## src/rtl/rv32_pkg.sv

```systemverilog
// Shared types and constants for the RV32 program-counter sequencer.
// Holds the FSM state encoding, trap cause codes and small helper functions.
package rv32_pkg;

    typedef enum logic [1:0] {
        FETCH_REQ  = 2'b00,
        FETCH_WAIT = 2'b01,
        EXEC       = 2'b10,
        TRAP       = 2'b11
    } pc_state_t;

    typedef logic [1:0] trap_cause_t;

    localparam trap_cause_t TRAP_NONE      = 2'b00;
    localparam trap_cause_t TRAP_MISALIGN  = 2'b01;
    localparam trap_cause_t TRAP_FETCH_TMO = 2'b10;

    localparam logic [31:0] RESET_PC_DEFAULT = 32'h0000_0000;

    // Instruction fetch targets must be word aligned.
    function automatic logic addr_misaligned(input logic [1:0] lsb);
        return (lsb != 2'b00);
    endfunction

    function automatic logic [31:0] sat_inc32(input logic [31:0] v);
        if (v == 32'hFFFF_FFFF) begin
            return v;
        end else begin
            return v + 32'd1;
        end
    endfunction

endpackage

```

## src/rtl/pc_next_sel.sv

```systemverilog
// Combinational next-PC selection (JALR > JAL > taken branch > sequential)
// plus the misaligned-target flag for the selected address.
module pc_next_sel
    import rv32_pkg::*;
#(
    parameter int XLEN = 32
) (
    input  logic [XLEN-1:0] pc,
    input  logic [XLEN-1:0] imm,
    input  logic [XLEN-1:0] rs1_data,
    input  logic            pc_src,
    input  logic            jal,
    input  logic            jalr,
    output logic [XLEN-1:0] next_pc,
    output logic            misaligned
);

    localparam logic [XLEN-1:0] PC_STEP   = XLEN'(3'd4);
    localparam logic [XLEN-1:0] CLR_BIT0  = ~(XLEN'(1'b1));

    // Priority mux; pc_src only matters when neither jump is decoded.
    always_comb begin
        next_pc = pc + PC_STEP;
        if (jalr) begin
            next_pc = (rs1_data + imm) & CLR_BIT0;
        end else if (jal || pc_src) begin
            next_pc = pc + imm;
        end else begin
            next_pc = pc + PC_STEP;
        end
        misaligned = addr_misaligned(next_pc[1:0]);
    end

endmodule

```

## src/rtl/pc_sequencer.sv

```systemverilog
// Program-counter sequencer: fetch request/grant, fetch wait with timeout,
// execute and PC update, sticky trap. Optional counters under `PC_STATS_EN`.
module pc_sequencer
    import rv32_pkg::*;
#(
    parameter int              XLEN      = 32,
    parameter logic [XLEN-1:0] RESET_PC  = RESET_PC_DEFAULT,
    parameter int              FETCH_TMO = 16
) (
    input  logic            clk,
    input  logic            rst_n,
    input  logic            pc_src,
    input  logic            jal,
    input  logic            jalr,
    input  logic [XLEN-1:0] imm,
    input  logic [XLEN-1:0] rs1_data,
    input  logic            exec_done,
    input  logic            imem_gnt,
    input  logic            imem_rvalid,
    output logic            imem_req,
    output logic [XLEN-1:0] imem_addr,
    output logic [XLEN-1:0] pc,
    output logic [XLEN-1:0] pc_plus4,
    output logic            instr_valid,
    output logic            trap,
    output logic [1:0]      trap_cause
`ifdef PC_STATS_EN
    ,
    input  logic            is_branch,
    output logic [31:0]     stat_taken,
    output logic [31:0]     stat_not_taken,
    output logic [31:0]     stat_jumps
`endif
);

    localparam int                CNT_W    = (FETCH_TMO > 1) ? $clog2(FETCH_TMO) : 1;
    localparam logic [CNT_W-1:0]  TMO_LAST = CNT_W'(FETCH_TMO - 1);
    localparam logic [XLEN-1:0]   PC_STEP  = XLEN'(3'd4);

    pc_state_t        state_r;
    logic [XLEN-1:0]  pc_r;
    logic             imem_req_r;
    logic             instr_valid_r;
    logic             trap_r;
    trap_cause_t      trap_cause_r;
    logic [CNT_W-1:0] tmo_cnt_r;

    logic [XLEN-1:0]  next_pc_s;
    logic             misaligned_s;

    pc_next_sel #(
        .XLEN       (XLEN)
    ) u_next_sel (
        .pc         (pc_r),
        .imm        (imm),
        .rs1_data   (rs1_data),
        .pc_src     (pc_src),
        .jal        (jal),
        .jalr       (jalr),
        .next_pc    (next_pc_s),
        .misaligned (misaligned_s)
    );

    // Sequencer FSM. imem_req comes up one cycle after reset, then is
    // re-armed on every EXEC exit so the steady-state rate is 3 cycles/instr.
    always_ff @(posedge clk) begin
        if (!rst_n) begin
            state_r       <= FETCH_REQ;
            pc_r          <= RESET_PC;
            imem_req_r    <= 1'b0;
            instr_valid_r <= 1'b0;
            trap_r        <= 1'b0;
            trap_cause_r  <= TRAP_NONE;
            tmo_cnt_r     <= '0;
        end else begin
            instr_valid_r <= 1'b0;
            case (state_r)
                FETCH_REQ: begin
                    if (imem_req_r && imem_gnt) begin
                        state_r    <= FETCH_WAIT;
                        imem_req_r <= 1'b0;
                        tmo_cnt_r  <= '0;
                    end else begin
                        imem_req_r <= 1'b1;
                    end
                end
                FETCH_WAIT: begin
                    if (imem_rvalid) begin
                        state_r       <= EXEC;
                        instr_valid_r <= 1'b1;
                    end else if (tmo_cnt_r == TMO_LAST) begin
                        state_r      <= TRAP;
                        trap_r       <= 1'b1;
                        trap_cause_r <= TRAP_FETCH_TMO;
                    end else begin
                        tmo_cnt_r <= tmo_cnt_r + CNT_W'(1'b1);
                    end
                end
                EXEC: begin
                    if (exec_done && misaligned_s) begin
                        state_r      <= TRAP;
                        trap_r       <= 1'b1;
                        trap_cause_r <= TRAP_MISALIGN;
                    end else if (exec_done) begin
                        pc_r       <= next_pc_s;
                        state_r    <= FETCH_REQ;
                        imem_req_r <= 1'b1;
                    end else begin
                        pc_r <= pc_r;
                    end
                end
                TRAP: begin
                    imem_req_r <= 1'b0;
                end
                default: begin
                    state_r    <= TRAP;
                    imem_req_r <= 1'b0;
                    trap_r     <= 1'b1;
                end
            endcase
        end
    end

`ifdef PC_STATS_EN
    logic [31:0] stat_taken_r;
    logic [31:0] stat_not_taken_r;
    logic [31:0] stat_jumps_r;

    // Retirement counters, bumped only on a successful PC update.
    always_ff @(posedge clk) begin
        if (!rst_n) begin
            stat_taken_r     <= 32'd0;
            stat_not_taken_r <= 32'd0;
            stat_jumps_r     <= 32'd0;
        end else if (state_r == EXEC && exec_done && !misaligned_s) begin
            if (pc_src && !jal && !jalr) begin
                stat_taken_r <= sat_inc32(stat_taken_r);
            end else begin
                stat_taken_r <= stat_taken_r;
            end
            if (jal || jalr) begin
                stat_jumps_r <= sat_inc32(stat_jumps_r);
            end else begin
                stat_jumps_r <= stat_jumps_r;
            end
            if (is_branch && !pc_src) begin
                stat_not_taken_r <= sat_inc32(stat_not_taken_r);
            end else begin
                stat_not_taken_r <= stat_not_taken_r;
            end
        end else begin
            stat_taken_r     <= stat_taken_r;
            stat_not_taken_r <= stat_not_taken_r;
            stat_jumps_r     <= stat_jumps_r;
        end
    end

    assign stat_taken     = stat_taken_r;
    assign stat_not_taken = stat_not_taken_r;
    assign stat_jumps     = stat_jumps_r;
`endif

    assign imem_req    = imem_req_r;
    assign imem_addr   = pc_r;
    assign pc          = pc_r;
    assign pc_plus4    = pc_r + PC_STEP;
    assign instr_valid = instr_valid_r;
    assign trap        = trap_r;
    assign trap_cause  = trap_cause_r;

endmodule
```

## config.mk

```make
export PLATFORM = sky130hd
export DESIGN_NAME = pc_sequencer
export DESIGN_NICKNAME = d
export VERILOG_FILES = /design/src/rtl/rv32_pkg.sv /design/src/rtl/pc_next_sel.sv /design/src/rtl/pc_sequencer.sv
export SDC_FILE = /design/constraint.sdc
export NUM_CORES = 1
export LEC_CHECK = 0
export CAP_MARGIN = 15
export CORE_AREA = 8 8 100 138
export CTS_CLUSTER_DIAMETER = 200
export DETAILED_ROUTE_END_ITERATION = 7
export DIE_AREA = 0 0 108 146
export PLACE_DENSITY = 0.87
export SETUP_SLACK_MARGIN = 0.5
export SLEW_MARGIN = 20
export SYNTH_ARGS = -nofsm -noshare
export SYNTH_HDL_FRONTEND = slang
export SYNTH_SLANG_ARGS = --single-unit
```

## constraint.sdc

```tcl
create_clock -name clk -period 4.9 [get_ports clk]
set_input_delay 0.98 -clock clk [delete_from_list [all_inputs] [get_ports clk]]
set_output_delay 0.98 -clock clk [all_outputs]
set_load 0.05 [all_outputs]
```

==> images/final_congestion.png <==
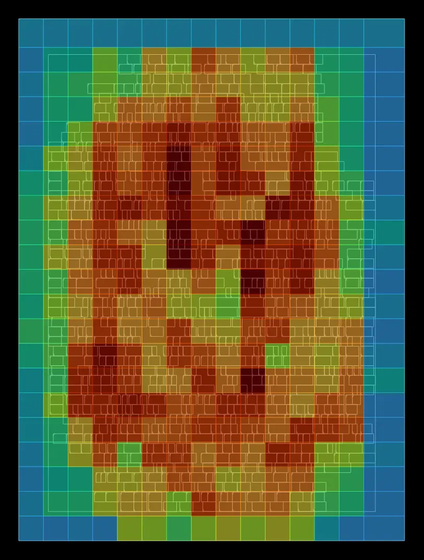
GR Util met2: 47.3%
busiest metal layer after global routing: met2
Layout Utilization: 67.8%
GRT met1 Usage: 30.4%

==> images/met2.png <==
Drawn at 3 px/um.
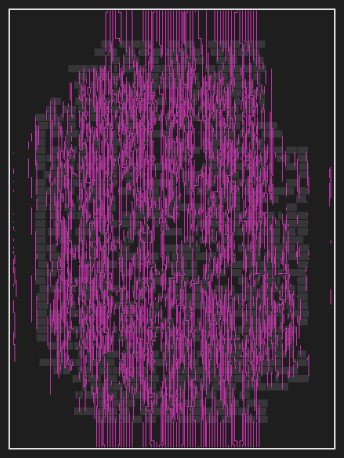
- main direction: vertical
- wire length on this layer: 11100 um
- share of all routed wire: 50%
- nets with wire on the layer: 965

==> images/pins.png <==
Drawn at 3 px/um. Pins as bars across the die edge, other pins in gray.
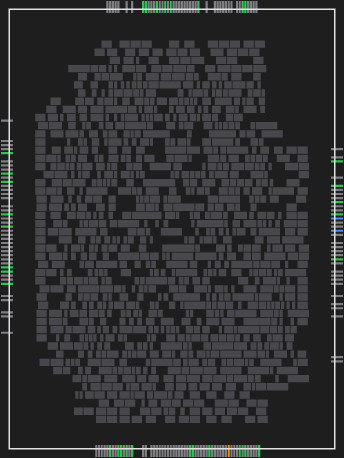
- orange: `jal` (pins 1; direction input; edge south)
- green: `imem_addr` (pins 32; direction output; edge 11 south, 8 west, 8 north, 5 east)
- blue: `trap_cause` (pins 2; direction output; edge east)
- all pins by edge: 56 south, 44 north, 40 west, 33 east
height of the chip: 146 um
I/O Buffers: 172

==> images/met3.png <==
Drawn at 3 px/um.
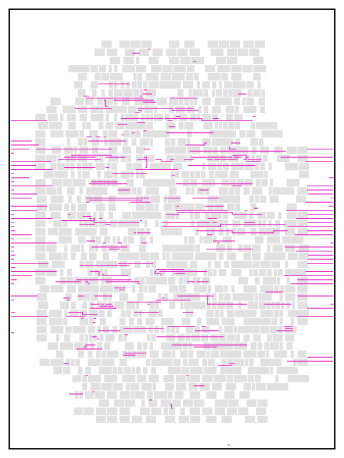
- longest straight run: 31.7 um
- share of all routed wire: 7.6%
- nets with wire on the layer: 177
- main direction: horizontal
Via Count: 6974
final wirelength: 22400 um

==> images/wire_density.png <==
Drawn at 2 px/um. The die is cut into 22 by 29 equal tiles; dark blue is low, red is high, scaled to the fullest tile. Values are wire area over tile area, all layers added.
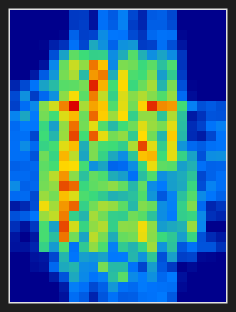
- densest ninth of the die: center
- fullest tile: 0.73
- tiles over half the peak: 28%
overall fraction of global-route tracks in use: 27.3%
routed wire length per instance: 20.2 um

==> impl_report.txt <==
IMPLEMENTATION SUMMARY REPORT
----------------------------------------------------
[Power]
  Flip-flop and latch power ........................ 0.385 mW
  Combinational cell power ........................ 0.636 mW
  Max IR drop VDD ........................ around 150 uV
  Total internal power ........................ 0.921 mW
  Static leakage ........................ 3.41 nW
  Clock network power share ........................ between 30% and 40%
  Total chip power ........................ between 1 and 1.5 mW
  Clock group total power ........................ 0.463 mW
  Top power group ........................ combinational logic
  Psw ........................ about 0.56 mW
  Sequential share of power ........................ 26.0%
  Fraction of power spent switching nets ........................ 38.0%
  Power share of the combinational group ........................ roughly 43%
  PD cells ........................ 187 nW/um^2

[Global routing]
  Global-route wire length before repair ........................ 35100 um
  Congestion Overflow GR ........................ 0
  Number of global-route vias before repair ........................ around 7000
  Met3 routing resource usage after global routing ........................ around 4.4%
  Maximum number of pins on one net before global-route repair ........................ 35
  Number of antenna violations at the first check in global routing ........................ 0

[Placed design]
  Post-detailed-placement half-perimeter wirelength ........................ 17700 um
  Setup WS pre-CTS ........................ 0.673 ns
  Instance area at placement ........................ 7720 um^2
  Number of placed cells counting well taps ........................ 1101
  RD Place Congestion ........................ 0.982

[Worst setup path]
  Path depth of the worst reg2reg path ........................ 10
  Critical path endpoint ........................ pc_plus4[26]
  Startpoint of the most critical register-to-register path ........................ imem_addr[4]$_SDFFE_PN0P_
  Crit. End Element ........................ primary output
  Arrival time of the worst setup path ........................ around 3.3 ns
  Kind of start point of the critical path ........................ flop
  Worst EP required ........................ 3.92 ns
  WS Path Type ........................ flop to primary output
  Crit path from ........................ imem_addr[2]$_SDFFE_PN0P_
  Largest fanout on the critical path ........................ 9
  Destination of the worst register-to-register timing path ........................ imem_addr[27]$_SDFFE_PN0P_
  R2R setup slack ........................ 1.59 ns
  Slowest stage delay, CP ........................ a little under 0.9 ns
  CP max stage cell ........................ sky130_fd_sc_hd__clkdlybuf4s50_1
  Critical path, cell by cell ........................ ha_1, and3_1, and2b_1, nand3_2, nor2_1, xor2_1, clkdlybuf4s50_1

[Logic synthesis]
  Area reported by Yosys stat ........................ 6130 um^2
  Share of synthesized registers carrying an async set or reset ........................ 0%
  Max-area cell share ........................ 14.1%
  Cell area after synthesis ........................ 6130 um^2
  Number of flip-flops and latches in the synthesized netlist ........................ between 40 and 50
  Cells after Synth ........................ 838
  Number of warnings issued by yosys ........................ 0
  Count of flip-flops with a built-in enable after synthesis ........................ 0
  Number of different library cells in the post-synthesis netlist ........................ between 70 and 80
  Sequential cell area fraction in the yosys report ........................ approximately 14%
  Most frequent cell after synthesis ........................ sky130_fd_sc_hd__a21oi_1
  Ys cells ........................ 838
  Main synth FF type ........................ sky130_fd_sc_hd__dfxtp_1
  Ranking of synthesized cells by instance count ........................ sky130_fd_sc_hd__a21oi_1 (91), sky130_fd_sc_hd__nand2_1 (85), sky130_fd_sc_hd__nor2_1 (72)
  Total nets after synthesis ........................ 980
  Mean Syn Cell Area ........................ 7.31 um^2
  Top cell type by total area after synthesis ........................ sky130_fd_sc_hd__dfxtp_1
  Leading cell types by total area after synthesis ........................ sky130_fd_sc_hd__dfxtp_1 (14%), sky130_fd_sc_hd__ha_1 (14%), sky130_fd_sc_hd__a21oi_1 (7.4%), sky130_fd_sc_hd__xnor2_1 (6.1%), sky130_fd_sc_hd__xor2_1 (5.9%)

[Outcome]
  Outcome ........................ finished, final reports clean

[Final layout]
  Post-route design area ........................ 7940 um^2
  Invs w/o clock ........................ 17
  Register area ........................ between 800 and 900 um^2
  Clock-cell share ........................ between 2 and 2.5%
  Synthesis-to-layout area growth ........................ 29.6%
  Post-layout net count ........................ 1103
  Total inserted antenna cells ........................ 0
  Buffers excl. clock ........................ between 150 and 200
  Top logic cell by instance count in the layout ........................ sky130_fd_sc_hd__clkdlybuf4s50_1
  Total number of sequential cells ........................ 43
  Fraction of final layout cells with drive strength greater than 1 ........................ under 10%
  Cell group occupying the most layout area ........................ combinational gates
  Fill cell total of the finished layout ........................ 1019
  Clk_buf instances ........................ 5
  Number of standard cells in the final layout excluding fillers ........................ 1109
  Logic Gate Count ........................ about 710
  Area of combinational cells with multiple inputs ........................ 4820 um^2
  Fraction of standard cell area in multi-input logic ........................ 60.7%
  Share of cell area taken by flip-flops and latches ........................ between 10% and 20%
  Signal buf overhead ........................ 22.9%
  Top library cells by usage in the layout, fill and taps aside ........................ sky130_fd_sc_hd__clkdlybuf4s50_1 (165), sky130_fd_sc_hd__a21oi_1 (91), sky130_fd_sc_hd__nand2_1 (85), sky130_fd_sc_hd__nor2_1 (72), sky130_fd_sc_hd__ha_1 (68)

[Final timing]
  Unrepaired setup endpoints after global routing ........................ no
  Final period demand of the worst path ........................ between 4 and 5 ns
  Remaining max-slew budget at the tightest pin ........................ 44.5%
  Final setup slack of the worst path ........................ 0.582 ns
  # setup viols final ........................ 0
  Setup tns final ........................ 0 ns
  Setup Skew ........................ between 0.01 and 0.015 ns
  Timing-limited maximum frequency ........................ ~0.23 GHz
  Worst Hold Slack ........................ ~0.50 ns
  Final Max Slew Viols ........................ 0
  Number of hold violations in the final report ........................ 0
  Transition time at the pin with the least slew margin ........................ 0.824 ns
  Post-route fraction of the period consumed by the critical path ........................ 88.1%

[Detailed routing]
  DR DRC count ........................ 0
  Final ANT Viol Nets ........................ 0
  TritonRoute pass-1 iters ........................ 6
  Avg Vias per Cell ........................ approximately 6.3
  Met3 wire length ........................ ~1700 um
  Length of routed wiring on met1 ........................ 8360 um
  Routed met2 length ........................ 11100 um
  Top layer used by detailed routing ........................ met4
  Violation count after the first detailed-route iteration ........................ 555

[Clock tree]
  Clk root buf ........................ sky130_fd_sc_hd__clkbuf_16
  Clock tree from TritonCTS ........................ done
  Clock buffer count from CTS ........................ 5
  Insertion Delay late pin ........................ 0.30 ns
  CTS sink count ........................ about 43
  Number of H-tree branching levels ........................ 2
  Clock transition at the register clock pins on the worst setup and hold paths after CTS ........................ 0.07 ns
  Resized cells post-CTS ........................ 0
  CTS Hold Bufs ........................ 0
  Number of setup buffers added after CTS ........................ 0
  Largest buffer count on any clock path ........................ 2

[Floorplan]
  Die Span X ........................ 108 um
  Tap cell count ........................ approximately 150
  Boundary Pins ........................ ~170
  Initial standard-cell utilization of the core ........................ between 50% and 60%
  Std cell rows ........................ between 40 and 50
  Chip area ........................ 15800 um^2
  Floorplan Core Area ........................ 11700 um^2

[Run]
  Max-cap viol count ........................ 0
  Log Warnings ........................ 31

[Hold path]
  Launch instance of the worst min-delay path ........................ trap_cause[1]$_SDFFE_PN0P_
  Hold Crit Class ........................ flop to flop
  Worst-case hold path end point ........................ trap_cause[1]$_SDFFE_PN0P_
  Cell depth of the worst hold path ........................ 2

----------------------------------------------------
==> cells by family (layout without fill, tap and decap cells) <==
kind of cell	Yosys count	in the layout	synth area share (%)
xor+xnor	84	84	12.0
compound gates	286	286	30.5
flops	43	43	14.1
buf+inv	83	207	7.27
fa+ha+maj	70	70	14.5
simple gates	267	267	20.9
mux	5	5	0.817
==> flip-flops by register name (all words and copies together) (netlist names) <==
signal / flops
state_r: 2
instr_valid: 1
imem_addr: 32
trap_cause: 2
imem_req: 1
trap: 1
tmo_cnt_r: 4
==> critical path, delay by kind of cell (launching register included) <==
kind	cells	cell delay, ns
adders and majority gates	1	0.30
xor gates and xnor gates	1	0.34
buffers and inverters	1	0.88
DFF	1	0.53
and+or+nand+nor	4	0.98
Power figures rest on the tool's default switching activity, not on a simulated workload.
